<file path="config.mk">
export PLATFORM = sky130hd
export DESIGN_NAME = wb_master_bridge
export DESIGN_NICKNAME = d
export VERILOG_FILES = /design/src/rtl/wb_master_bridge.sv
export SDC_FILE = /design/constraint.sdc
export NUM_CORES = 1
export LEC_CHECK = 0
export CELL_PAD_IN_SITES_DETAIL_PLACEMENT = 1
export CELL_PAD_IN_SITES_GLOBAL_PLACEMENT = 2
export CORE_ASPECT_RATIO = 1.4
export CORE_UTILIZATION = 25
export DETAILED_ROUTE_END_ITERATION = 12
export MAX_ROUTING_LAYER = met4
export PLACE_DENSITY_LB_ADDON = 0.1
export SETUP_SLACK_MARGIN = 0.3
export SYNTH_ARGS = -nofsm -noshare
export SYNTH_HDL_FRONTEND = slang
export SYNTH_SLANG_ARGS = --single-unit
</file>
<file path="constraint.sdc">
create_clock -name clock -period 6.28 [get_ports clock]
set_input_delay 1.256 -clock clock [delete_from_list [all_inputs] [get_ports clock]]
set_output_delay 1.256 -clock clock [all_outputs]
set_load 0.01 [all_outputs]
</file>
<file path="src/rtl/wb_master_bridge.sv">
// Single-outstanding Wishbone classic master: accepts one read or write request
// at a time, runs one bus cycle, and returns the response with a timeout error flag.
module wb_master_bridge #(
  parameter int adr_width = 32,
  parameter int dat_width = 32,
  parameter int sel_width = dat_width / 8,
  parameter int timeout   = 255
) (
  input  logic                 clock,
  input  logic                 reset,
  input  logic                 bus_raddr_valid,
  output logic                 bus_raddr_ready,
  input  logic [adr_width-1:0] bus_raddr,
  output logic                 bus_rdata_valid,
  input  logic                 bus_rdata_ready,
  output logic [dat_width-1:0] bus_rdata,
  input  logic                 bus_waddr_valid,
  output logic                 bus_waddr_ready,
  input  logic [adr_width-1:0] bus_waddr,
  input  logic [dat_width-1:0] bus_wdata,
  input  logic [sel_width-1:0] bus_wstrb,
  output logic                 bus_wresp_valid,
  input  logic                 bus_wresp_ready,
  output logic                 bus_err,
  output logic [adr_width-1:0] wb_adr,
  output logic [dat_width-1:0] wb_datwr,
  input  logic [dat_width-1:0] wb_datrd,
  output logic                 wb_we,
  output logic                 wb_stb,
  input  logic                 wb_ack,
  output logic                 wb_cyc,
  output logic [sel_width-1:0] wb_sel
);

  // Handshake: a transfer happens on a rising edge where valid and ready are both
  // high; valid holds its payload until then, ready may depend on valid.

  typedef enum logic [2:0] {
    IDLE   = 3'd0,
    RD_CYC = 3'd1,
    RD_RSP = 3'd2,
    WR_CYC = 3'd3,
    WR_RSP = 3'd4
  } state_t;

  localparam logic [7:0] TMO_LIMIT = 8'(timeout);

  state_t     r_state;
  logic       r_prio_wr;
  logic [7:0] r_cnt;

  logic       w_idle;
  logic       w_rd_grant;
  logic       w_wr_grant;
  logic [7:0] w_cnt_inc;
  logic       w_tmo;

  // r_prio_wr set means the write side wins a tie in IDLE.
  assign w_idle     = (r_state == IDLE);
  assign w_rd_grant = w_idle && bus_raddr_valid && (!bus_waddr_valid || !r_prio_wr);
  assign w_wr_grant = w_idle && bus_waddr_valid && (!bus_raddr_valid || r_prio_wr);
  assign w_cnt_inc  = r_cnt + 8'd1;
  assign w_tmo      = (w_cnt_inc == TMO_LIMIT);

  assign bus_raddr_ready = w_rd_grant;
  assign bus_waddr_ready = w_wr_grant;

  always_ff @(posedge clock or posedge reset) begin
    if (reset) begin
      r_state         <= IDLE;
      r_prio_wr       <= 1'b0;
      r_cnt           <= 8'd0;
      wb_adr          <= '0;
      wb_datwr        <= '0;
      wb_sel          <= '0;
      wb_we           <= 1'b0;
      wb_cyc          <= 1'b0;
      wb_stb          <= 1'b0;
      bus_rdata       <= '0;
      bus_rdata_valid <= 1'b0;
      bus_wresp_valid <= 1'b0;
      bus_err         <= 1'b0;
    end else begin
      case (r_state)
        IDLE: begin
          if (w_rd_grant) begin
            wb_adr    <= bus_raddr;
            wb_we     <= 1'b0;
            wb_sel    <= '1;
            wb_cyc    <= 1'b1;
            wb_stb    <= 1'b1;
            r_cnt     <= 8'd0;
            r_prio_wr <= ~r_prio_wr;
            r_state   <= RD_CYC;
          end else if (w_wr_grant) begin
            wb_adr    <= bus_waddr;
            wb_datwr  <= bus_wdata;
            wb_sel    <= bus_wstrb;
            wb_we     <= 1'b1;
            wb_cyc    <= 1'b1;
            wb_stb    <= 1'b1;
            r_cnt     <= 8'd0;
            r_prio_wr <= ~r_prio_wr;
            r_state   <= WR_CYC;
          end
        end

        // An ack on the same edge as the timeout still counts as a good response.
        RD_CYC: begin
          if (wb_ack) begin
            bus_rdata       <= wb_datrd;
            bus_err         <= 1'b0;
            bus_rdata_valid <= 1'b1;
            wb_cyc          <= 1'b0;
            wb_stb          <= 1'b0;
            r_state         <= RD_RSP;
          end else if (w_tmo) begin
            r_cnt           <= w_cnt_inc;
            bus_rdata       <= '0;
            bus_err         <= 1'b1;
            bus_rdata_valid <= 1'b1;
            wb_cyc          <= 1'b0;
            wb_stb          <= 1'b0;
            r_state         <= RD_RSP;
          end else begin
            r_cnt <= w_cnt_inc;
          end
        end

        RD_RSP: begin
          if (bus_rdata_ready) begin
            bus_rdata_valid <= 1'b0;
            r_state         <= IDLE;
          end
        end

        WR_CYC: begin
          if (wb_ack) begin
            bus_err         <= 1'b0;
            bus_wresp_valid <= 1'b1;
            wb_cyc          <= 1'b0;
            wb_stb          <= 1'b0;
            r_state         <= WR_RSP;
          end else if (w_tmo) begin
            r_cnt           <= w_cnt_inc;
            bus_err         <= 1'b1;
            bus_wresp_valid <= 1'b1;
            wb_cyc          <= 1'b0;
            wb_stb          <= 1'b0;
            r_state         <= WR_RSP;
          end else begin
            r_cnt <= w_cnt_inc;
          end
        end

        WR_RSP: begin
          if (bus_wresp_ready) begin
            bus_wresp_valid <= 1'b0;
            r_state         <= IDLE;
          end
        end

        default: begin
          wb_cyc  <= 1'b0;
          wb_stb  <= 1'b0;
          r_state <= IDLE;
        end
      endcase
    end
  end

  a_cyc_eq_stb : assert property (@(posedge clock) disable iff (reset)
    wb_cyc == wb_stb);

  a_cycle_stable : assert property (@(posedge clock) disable iff (reset)
    (wb_cyc && $past(wb_cyc)) |-> ($stable(wb_adr) && $stable(wb_we) &&
                                   $stable(wb_sel) && $stable(wb_datwr)));

  a_one_response : assert property (@(posedge clock) disable iff (reset)
    !(bus_rdata_valid && bus_wresp_valid));

endmodule

</file>
==> results.txt, run 1 <==
Notes on the physical implementation.

- The number of warnings issued by yosys is 0, for reference.
- Per the run report, area growth between synthesis and finish was 61.9%.
- Per the detail_route log, the uppermost layer with routed signals is met4.
- Along the critical path, the tally of buffer and inverter instances is 4.
- The power report puts the leakage power at 3.63 nW.
- According to the timing report, the data required time at the worst endpoint equals 5.02 ns.
- The HPWL after detailed placement is 13200 µm, for reference.
- For reference, the most critical setup path is categorized as in2out.
- The detailed-routed wire length on met3 is 1390 µm, for reference.
- The number of antenna violations at the first check in global routing is 2, for reference.
- The run finished with clean final reports.
- The top cell types in the final layout, fill and taps aside, are sky130_fd_sc_hd__clkdlybuf4s50_1 (246), sky130_fd_sc_hd__nand2_1 (208), sky130_fd_sc_hd__dfrtp_1 (117).
- The final-layout worst hold slack is 0.474 ns, for reference.
- The master of the slowest instance on the critical path is sky130_fd_sc_hd__clkdlybuf4s50_1, for reference.
- After synthesis, the most frequently instantiated cells are sky130_fd_sc_hd__nand2_1 (208), sky130_fd_sc_hd__dfrtp_1 (117), sky130_fd_sc_hd__nor2_1 (42), sky130_fd_sc_hd__a31oi_1 (33).
- The portion of synthesized area spent on multiplexers is 0%.
- The detailed router put a total of 7630 µm of wire on met1.
- The total die size is 21500 µm², for reference.
- In the final layout, excluding clock buffers the buffer count is 253.
- The finished design was reported to have a net count of 955.
- Per the post-route antenna check, the number of violating nets is 0.
- The synthesized netlist devotes 21.2% of its cell area to simple gates.
- The H-tree was split into 4 levels.
- Timing analysis after detailed placement gives a worst setup slack of 1.36 ns.
- The worst path meets setup with 1.38 ns of slack.
- The hold buffer count at cts is 0, for reference.
- The adder-cell share of the synthesized area is 0.478%, for reference.
- TritonCTS built the clock tree.
- The power dissipated in the clock network is 0.998 mW, for reference.
- The capture point of the worst register-to-register path is recorded as wb_adr[19].
- The cell chosen for the clock root is sky130_fd_sc_hd__clkbuf_16, for reference.
- Setup repair after global routing left no endpoint under its margin.
- The multi-input combinational cell area is 2070 µm², for reference.
- The class occupying the most area after layout is reported as registers.
- The total internal power is 2.66 mW, for reference.
- The global route total overflow is 0, for reference.
- The number of nets at floorplan is 723, for reference.
- The power drawn by the combinational cells is 1.80 mW, for reference.
==> run 1: worst max path at each step <==
stage / startpoint / endpoint / slack (ns)
2_1_floorplan: reset / bus_err / 1.92
3_3_place_gp: bus_raddr_valid / bus_raddr_ready / 1.32
3_5_place_dp: bus_raddr_valid / bus_raddr_ready / 1.36
4_1_cts: bus_raddr_valid / bus_raddr_ready / 1.34
5_1_grt: bus_raddr_valid / bus_raddr_ready / 1.16
6_report: bus_raddr_valid / bus_raddr_ready / 1.38
==> run 1: registers in the layout, indices dropped and copies added (netlist names) <==
signal,flops
wb_we,1
wb_sel,4
bus_err,1
r_prio_wr,1
bus_rdata_valid,1
wb_datwr,32
wb_cyc,1
r_state,3
bus_wresp_valid,1
wb_adr,32
bus_rdata,32
r_cnt,8
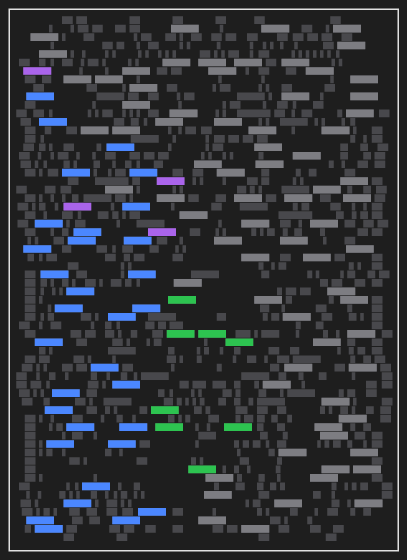
*Sequential cells grouped by signal name, run 1*
Other sequential cells in the stronger gray, the rest of the logic in the fainter gray.
[purple] wb_sel | flops: 4
[blue] wb_adr | flops: 32 | where: a vertical strip on the left
[green] r_cnt | flops: 8
not colored: 73

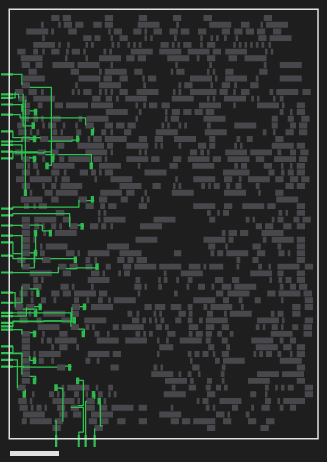
*Nets reached from selected ports, run 1*
Bar = 20 µm.
[green] bus_raddr | direction: input | end cells: 32 | wire: 753 µm

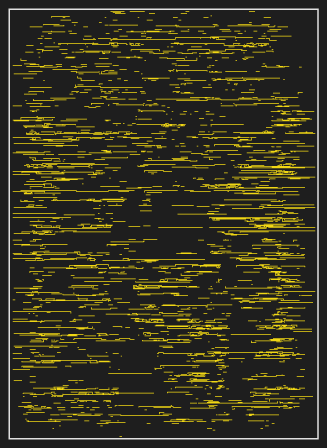
*Signal wires on met1, run 1*
nets with wire on the layer: 817
share of all routed wire: 41%

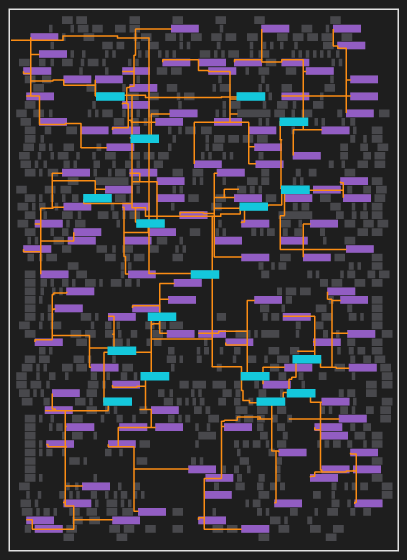
*Clock network drawn from the DEF, run 1*
[cyan] clock-net drivers | count: 17
[purple] flip-flops | count: 117
[orange] clock wires | length: 1900 µm
routed clock nets: 18
flops lie: spread over the die

### Routing congestion map, run 1

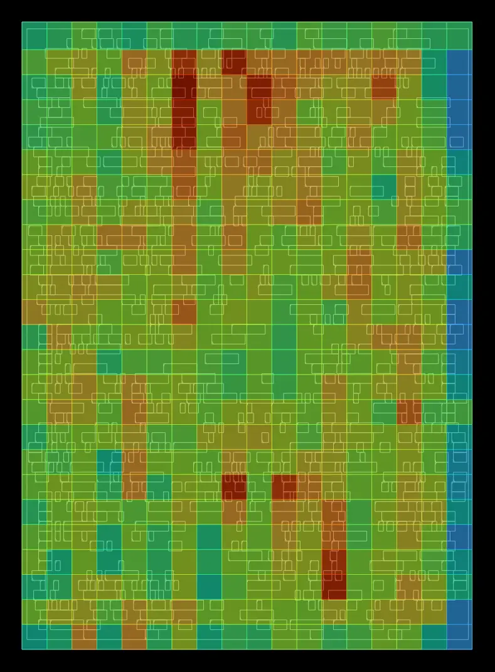

## Run 2: what changed since run 1
--- a/config.mk
+++ b/config.mk
@@ -8,7 +8,7 @@
 export CELL_PAD_IN_SITES_DETAIL_PLACEMENT = 1
 export CELL_PAD_IN_SITES_GLOBAL_PLACEMENT = 2
 export CORE_ASPECT_RATIO = 1.4
-export CORE_UTILIZATION = 25
+export CORE_UTILIZATION = 21
 export DETAILED_ROUTE_END_ITERATION = 12
 export MAX_ROUTING_LAYER = met4
 export PLACE_DENSITY_LB_ADDON = 0.1
==> constraint.sdc (replaced) <==
create_clock -name clock -period 4.4 [get_ports clock]
set_input_delay 0.88 -clock clock [delete_from_list [all_inputs] [get_ports clock]]
set_output_delay 0.88 -clock clock [all_outputs]
set_load 0.01 [all_outputs]
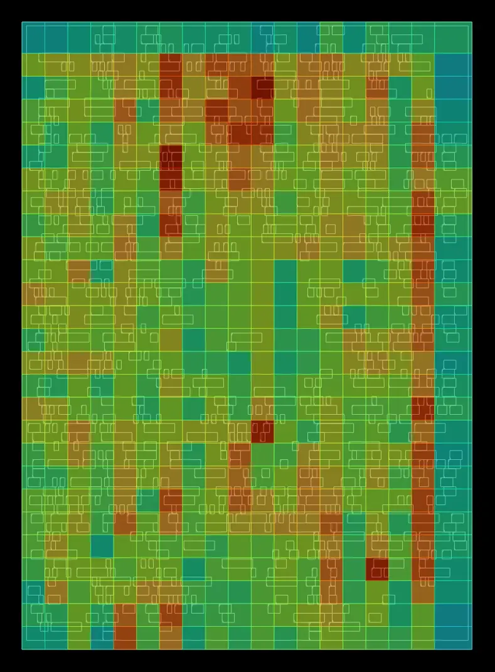
*Routing congestion map, run 2*
GR Util met1: 17.9%
busiest layer in global routing: met2
Post-Route Utilization: 34.8%
GRT Resource Usage Total: 16.6%

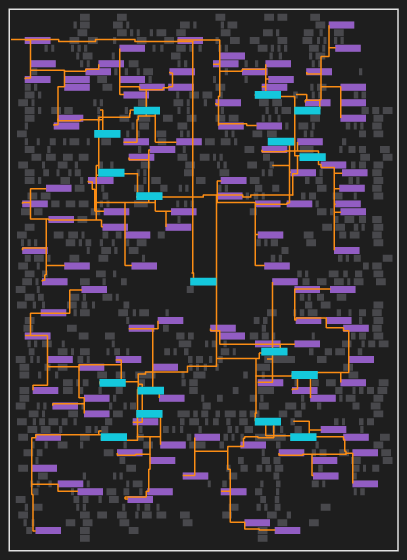
*Clock network drawn from the DEF, run 2*
[purple] flip-flops | count: 117
[orange] clock wires | length: 1960 µm
[cyan] clock-net drivers | count: 17
routed clock nets: 18
flops lie: spread over the die

==> results.txt, run 2 <==
Notes on the physical implementation.

- In this run, the synthesized area fraction spent on adder and majority cells is recorded as 0.478%.
- Cell internal power was estimated by the tool at 3.79 mW.
- Power attributed to combinational cells is 2.60 mW.
- Listed in order, past its start point the critical path passes clkdlybuf4s50_1 -> a21boi_0 -> nand2_1 -> inv_2 -> clkdlybuf4s50_1.
- The total die size is 25600 µm², for reference.
- The setup path with the least slack is of type in2out.
- Setup repair after global routing left no endpoint under its margin.
- Per the post-route antenna check, the number of violating nets is 0.
- The top cell type by total area after synthesis is sky130_fd_sc_hd__dfrtp_1, for reference.
- Prior to clock tree synthesis, the placed netlist has a worst setup slack of 0.882 ns.
- TritonCTS built the clock tree.
- The number of nets in the finished design is 959, for reference.
- The first-pass detailed-route iteration total is 4, for reference.
- The largest individual stage delay along the critical path comes from the cell sky130_fd_sc_hd__clkdlybuf4s50_1.
- Final hold analysis gives a worst-case slack of 0.477 ns.
- The HPWL after detailed placement is 14000 µm, for reference.
- The critical path data required time is 3.52 ns, for reference.
- The final setup slack of the worst path is 0.909 ns, for reference.
- The global route total overflow is 0, for reference.
- The clock period minus final worst setup slack is 3.49 ns, for reference.
- The dominant non-sequential cell family after synthesis is simple AND/OR/NAND/NOR gates, for reference.
- The cell-mix breakdown from Yosys lists the simple-gate area share as 21.2%.
- The leakage power total is 3.64 nW, for reference.
- The multi-input combinational cell area is 2070 µm², for reference.
- The post-route DRC violation count is 0, for reference.
- The mux cell area share after synthesis is 0%, for reference.
- The count of buffers not belonging to the clock network in the layout is 257, for reference.
- The reg-to-reg critical path endpoint is wb_adr[17], for reference.
- By instance count, the leading cell after synthesis is sky130_fd_sc_hd__nand2_1.
- Leaving out fill and tap cells, the most frequent cells in the layout are sky130_fd_sc_hd__clkdlybuf4s50_1 (246), sky130_fd_sc_hd__nand2_1 (208), sky130_fd_sc_hd__dfrtp_1 (117).
- The power dissipated in the clock network is 1.37 mW, for reference.
- The net count after synthesis is 723.
- The post-synthesis chip area from yosys is 5240 µm², for reference.
- The design draws 5.87 mW.
- Hold repair after CTS inserted 0 buffers.
- The total buffers and inverters traversed by the critical path is 3, for reference.
- The commonest cells after synthesis are sky130_fd_sc_hd__nand2_1 (208), sky130_fd_sc_hd__dfrtp_1 (117), sky130_fd_sc_hd__nor2_1 (42), sky130_fd_sc_hd__a31oi_1 (33).
- The H-tree depth reported by CTS is 4, for reference.
- The largest registers in the layout are bus_rdata x32, wb_adr x32, wb_datwr x32.
- The cell chosen for the clock root is sky130_fd_sc_hd__clkbuf_16, for reference.
- The top cell class by occupied area is registers, for reference.
- The number of vias per cell is 4.53, for reference.
- The flow ran to the end, and the final reports show no timing, DRC or antenna violations.
- The number of antenna violations at the first check in global routing is 0, for reference.
- The net switching power is 2.08 mW, for reference.
- The netlist uses 48 different library cells.
- The area added between synthesis and finish is 63.5%, for reference.
- The most critical setup path has its endpoint at bus_raddr_ready.
- The launching instance or port of the critical path is bus_raddr_valid, for reference.
- Yosys printed 0 warnings.
[run 2: cell counts after synthesis]
No cell type changed its count.
[run 2: how the worst min path moves through the flow]
stage / start / end / slack, ns / cells after the start
detailed placement: wb_datwr[14] / wb_datwr[14] / 0.47 / 2
global placement: wb_datwr[10] / wb_datwr[10] / 0.46 / 2
global route: r_prio_wr / r_prio_wr / 0.50 / 1
finish: wb_datwr[23] / wb_datwr[23] / 0.48 / 2
floorplan: r_prio_wr / r_prio_wr / 0.45 / 1
CTS: wb_datwr[20] / wb_datwr[20] / 0.48 / 2
[run 2: metal layers]
metal,up-vias,wire length [µm],track usage (%)
met5,-,0,-
met2,172,10000,28.0
met3,18,1460,5.86
met1,2558,7790,17.9
li1,2436,-,-
met4,0,236,5.88
### Nets reached from selected ports, run 2

Bar = 50 µm.
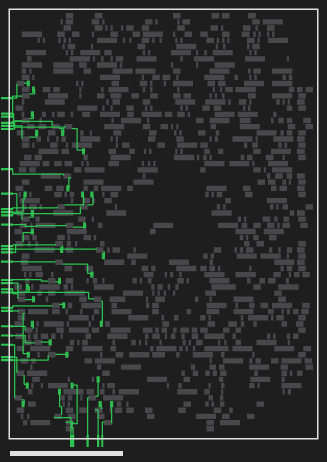

## Run 3: what changed since run 2
==> constraint.sdc (replaced) <==
create_clock -name clock -period 3 [get_ports clock]
set_input_delay 0.6 -clock clock [delete_from_list [all_inputs] [get_ports clock]]
set_output_delay 0.6 -clock clock [all_outputs]
set_load 0.01 [all_outputs]
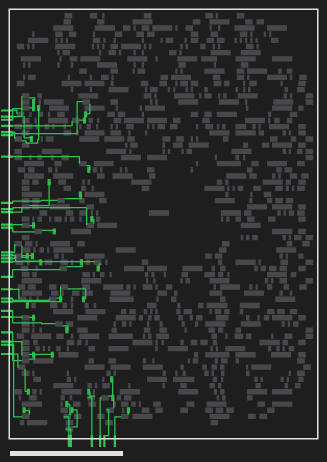
*Nets reached from selected ports, run 3*
Bar = 50 µm.
[green] bus_raddr | direction: input | end cells: 32 | wire: 766 µm

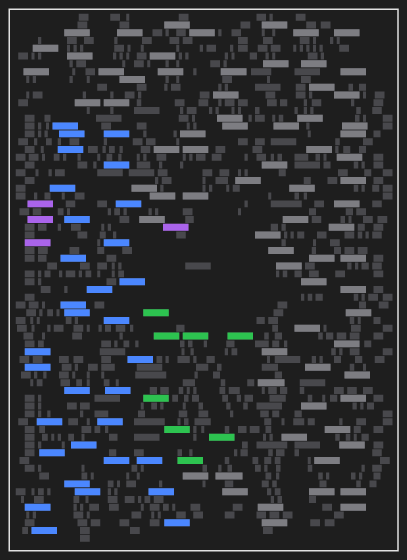
*Sequential cells grouped by signal name, run 3*
Other sequential cells in the stronger gray, the rest of the logic in the fainter gray.
flop share of the area: 33.9%
sequential cell area: 2930 µm²
sequential power: 2.78 mW
Post-Route Utilization: 35.2%

==> results.txt, run 3 <==
Notes on the physical implementation.

- Counting instances in the post-synthesis netlist gives the leading cell types as sky130_fd_sc_hd__nand2_1 (208), sky130_fd_sc_hd__dfrtp_1 (117), sky130_fd_sc_hd__nor2_1 (42), sky130_fd_sc_hd__a31oi_1 (33).
- In the final timing run, aggregate negative setup slack is 0 ns.
- Per the finish-stage timing summary, setup violations number 0.
- Summed over all nets, the half-perimeter wirelength after detailed placement is 13500 µm.
- The dominant non-sequential cell family after synthesis is simple AND/OR/NAND/NOR gates, for reference.
- The run finished with clean final reports.
- Per the detail_route log, met3 wirelength is 1380 µm.
- The most instantiated library cell after synthesis is sky130_fd_sc_hd__nand2_1, for reference.
- For the pin with the worst max-slew slack, the measured transition is 0.820 ns.
- Looking at hold timing, the worst path starts from wb_datwr[18].
- Using the TritonRoute via totals, the vias-per-cell ratio works out to 4.42.
- The registers reported with the highest flop counts are bus_rdata x32, wb_adr x32, wb_datwr x32.
- The power report lists cell-internal power as 5.76 mW.
- The clock tree from TritonCTS is built, for reference.
- The non-clock inverters instantiated in the layout total 8.
- The count of buffers not belonging to the clock network in the layout is 259, for reference.
- The top cell types in the final layout, fill and taps aside, are sky130_fd_sc_hd__clkdlybuf4s50_1 (244), sky130_fd_sc_hd__nand2_1 (208), sky130_fd_sc_hd__dfrtp_1 (115).
- The leakage power in the latest report is 3.71 nW.
- The post-route DRC violation count is 0, for reference.
- The net switching power is 3.06 mW, for reference.
- The number of nets handed over by synthesis was 723.
- The final-layout worst hold slack is 0.476 ns, for reference.
- Per report_power, the Clock row totals 2.21 mW.
- The synthesized netlist devotes 0.478% of its cell area to adder and majority cells.
- The first-pass detailed-route iteration total is 4, for reference.
- Per the post-route antenna check, the number of violating nets is 0.
- Global route summary, busiest routing layer listed as met2.
- Setup repair after global routing left no endpoint under its margin.
- The number of nets in the finished design is 961, for reference.
- The critical path's slowest stage uses the library cell sky130_fd_sc_hd__clkdlybuf4s50_1.
- The number of clock sinks is 117, for reference.
- STA puts the critical path data required time at 2.40 ns.
- The top cell class by occupied area is registers, for reference.
- For the finished layout, the period the worst path requires is 2.48 ns.
- Per the CTS log, the root buffer master is sky130_fd_sc_hd__clkbuf_16.
- Per the layout area report, the combinational gate area comes to 2080 µm².
- Recorded from the global router log, the overflow total was 0.
- The critical path class is in2out, for reference.
- Signal routing reaches up to met4.
- The overall global routing resource usage is 16.2%, for reference.
- The total buffers and inverters traversed by the critical path is 3, for reference.
- The area added between synthesis and finish is 65.2%, for reference.
- The number of warnings issued by yosys is 0, for reference.
- The first global-routing pass estimated 30700 µm of wire.
- The completed layout was analyzed and its total power is 8.82 mW.
- The hold buffer count at cts is 0, for reference.
- Setup slack on the worst path after placement came out at 0.159 ns.
- Row generation in the floorplan step produced 68 rows.
- Per the OpenROAD floorplan log, the area of the die is 25600 µm².
- The global-route track usage on met3 is 5.43%, for reference.
- In the synthesized netlist, mux cells make up 0% of the area.
- Summed over all instances, the cell type with the most area after synthesis is sky130_fd_sc_hd__dfrtp_1.
- Listed in order, past its start point the critical path passes clkdlybuf4s50_1 -> a21boi_1 -> nand2_1 -> inv_2 -> dlygate4sd2_1.
- After detailed routing, the wire length on met1 is 7820 µm.
- The final setup slack of the worst path is 0.516 ns, for reference.
- For this design, Yosys synthesis ends with a cell count of 582.
- The detailed router reports a met2 wire length of 9750 µm.
- Power attributed to combinational cells is 3.84 mW.
[run 3: cell types whose count changed in the layout (fill, tap and decap cells not counted), sizes merged]
cell	previous run	this run
dlygate4sd2	0	1
buf	11	13
bufinv	2	4
clkbuf	22	23
dlymetal6s2s	0	1
inv	7	6
diode	0	1
clkdlybuf4s50	246	244
clkinvlp	3	2
[run 3: worst paths after layout]
| check | slack, ns | to | cells past startpoint |
|---|---|---|---|
| worst max-delay path | 0.52 | bus_raddr_ready | 5 |
| worst min-delay path | 0.48 | wb_datwr[18] | 2 |
| worst max register to register | 0.83 | wb_adr[24] | 5 |
| worst min register to register | 0.48 | wb_datwr[18] | 2 |
| max in group asynchronous | 1.65 | r_state[1] | 3 |
| min in group asynchronous | 0.73 | wb_datwr[11] | 3 |
No activity file was given, so power comes from the tool's default toggle rates.
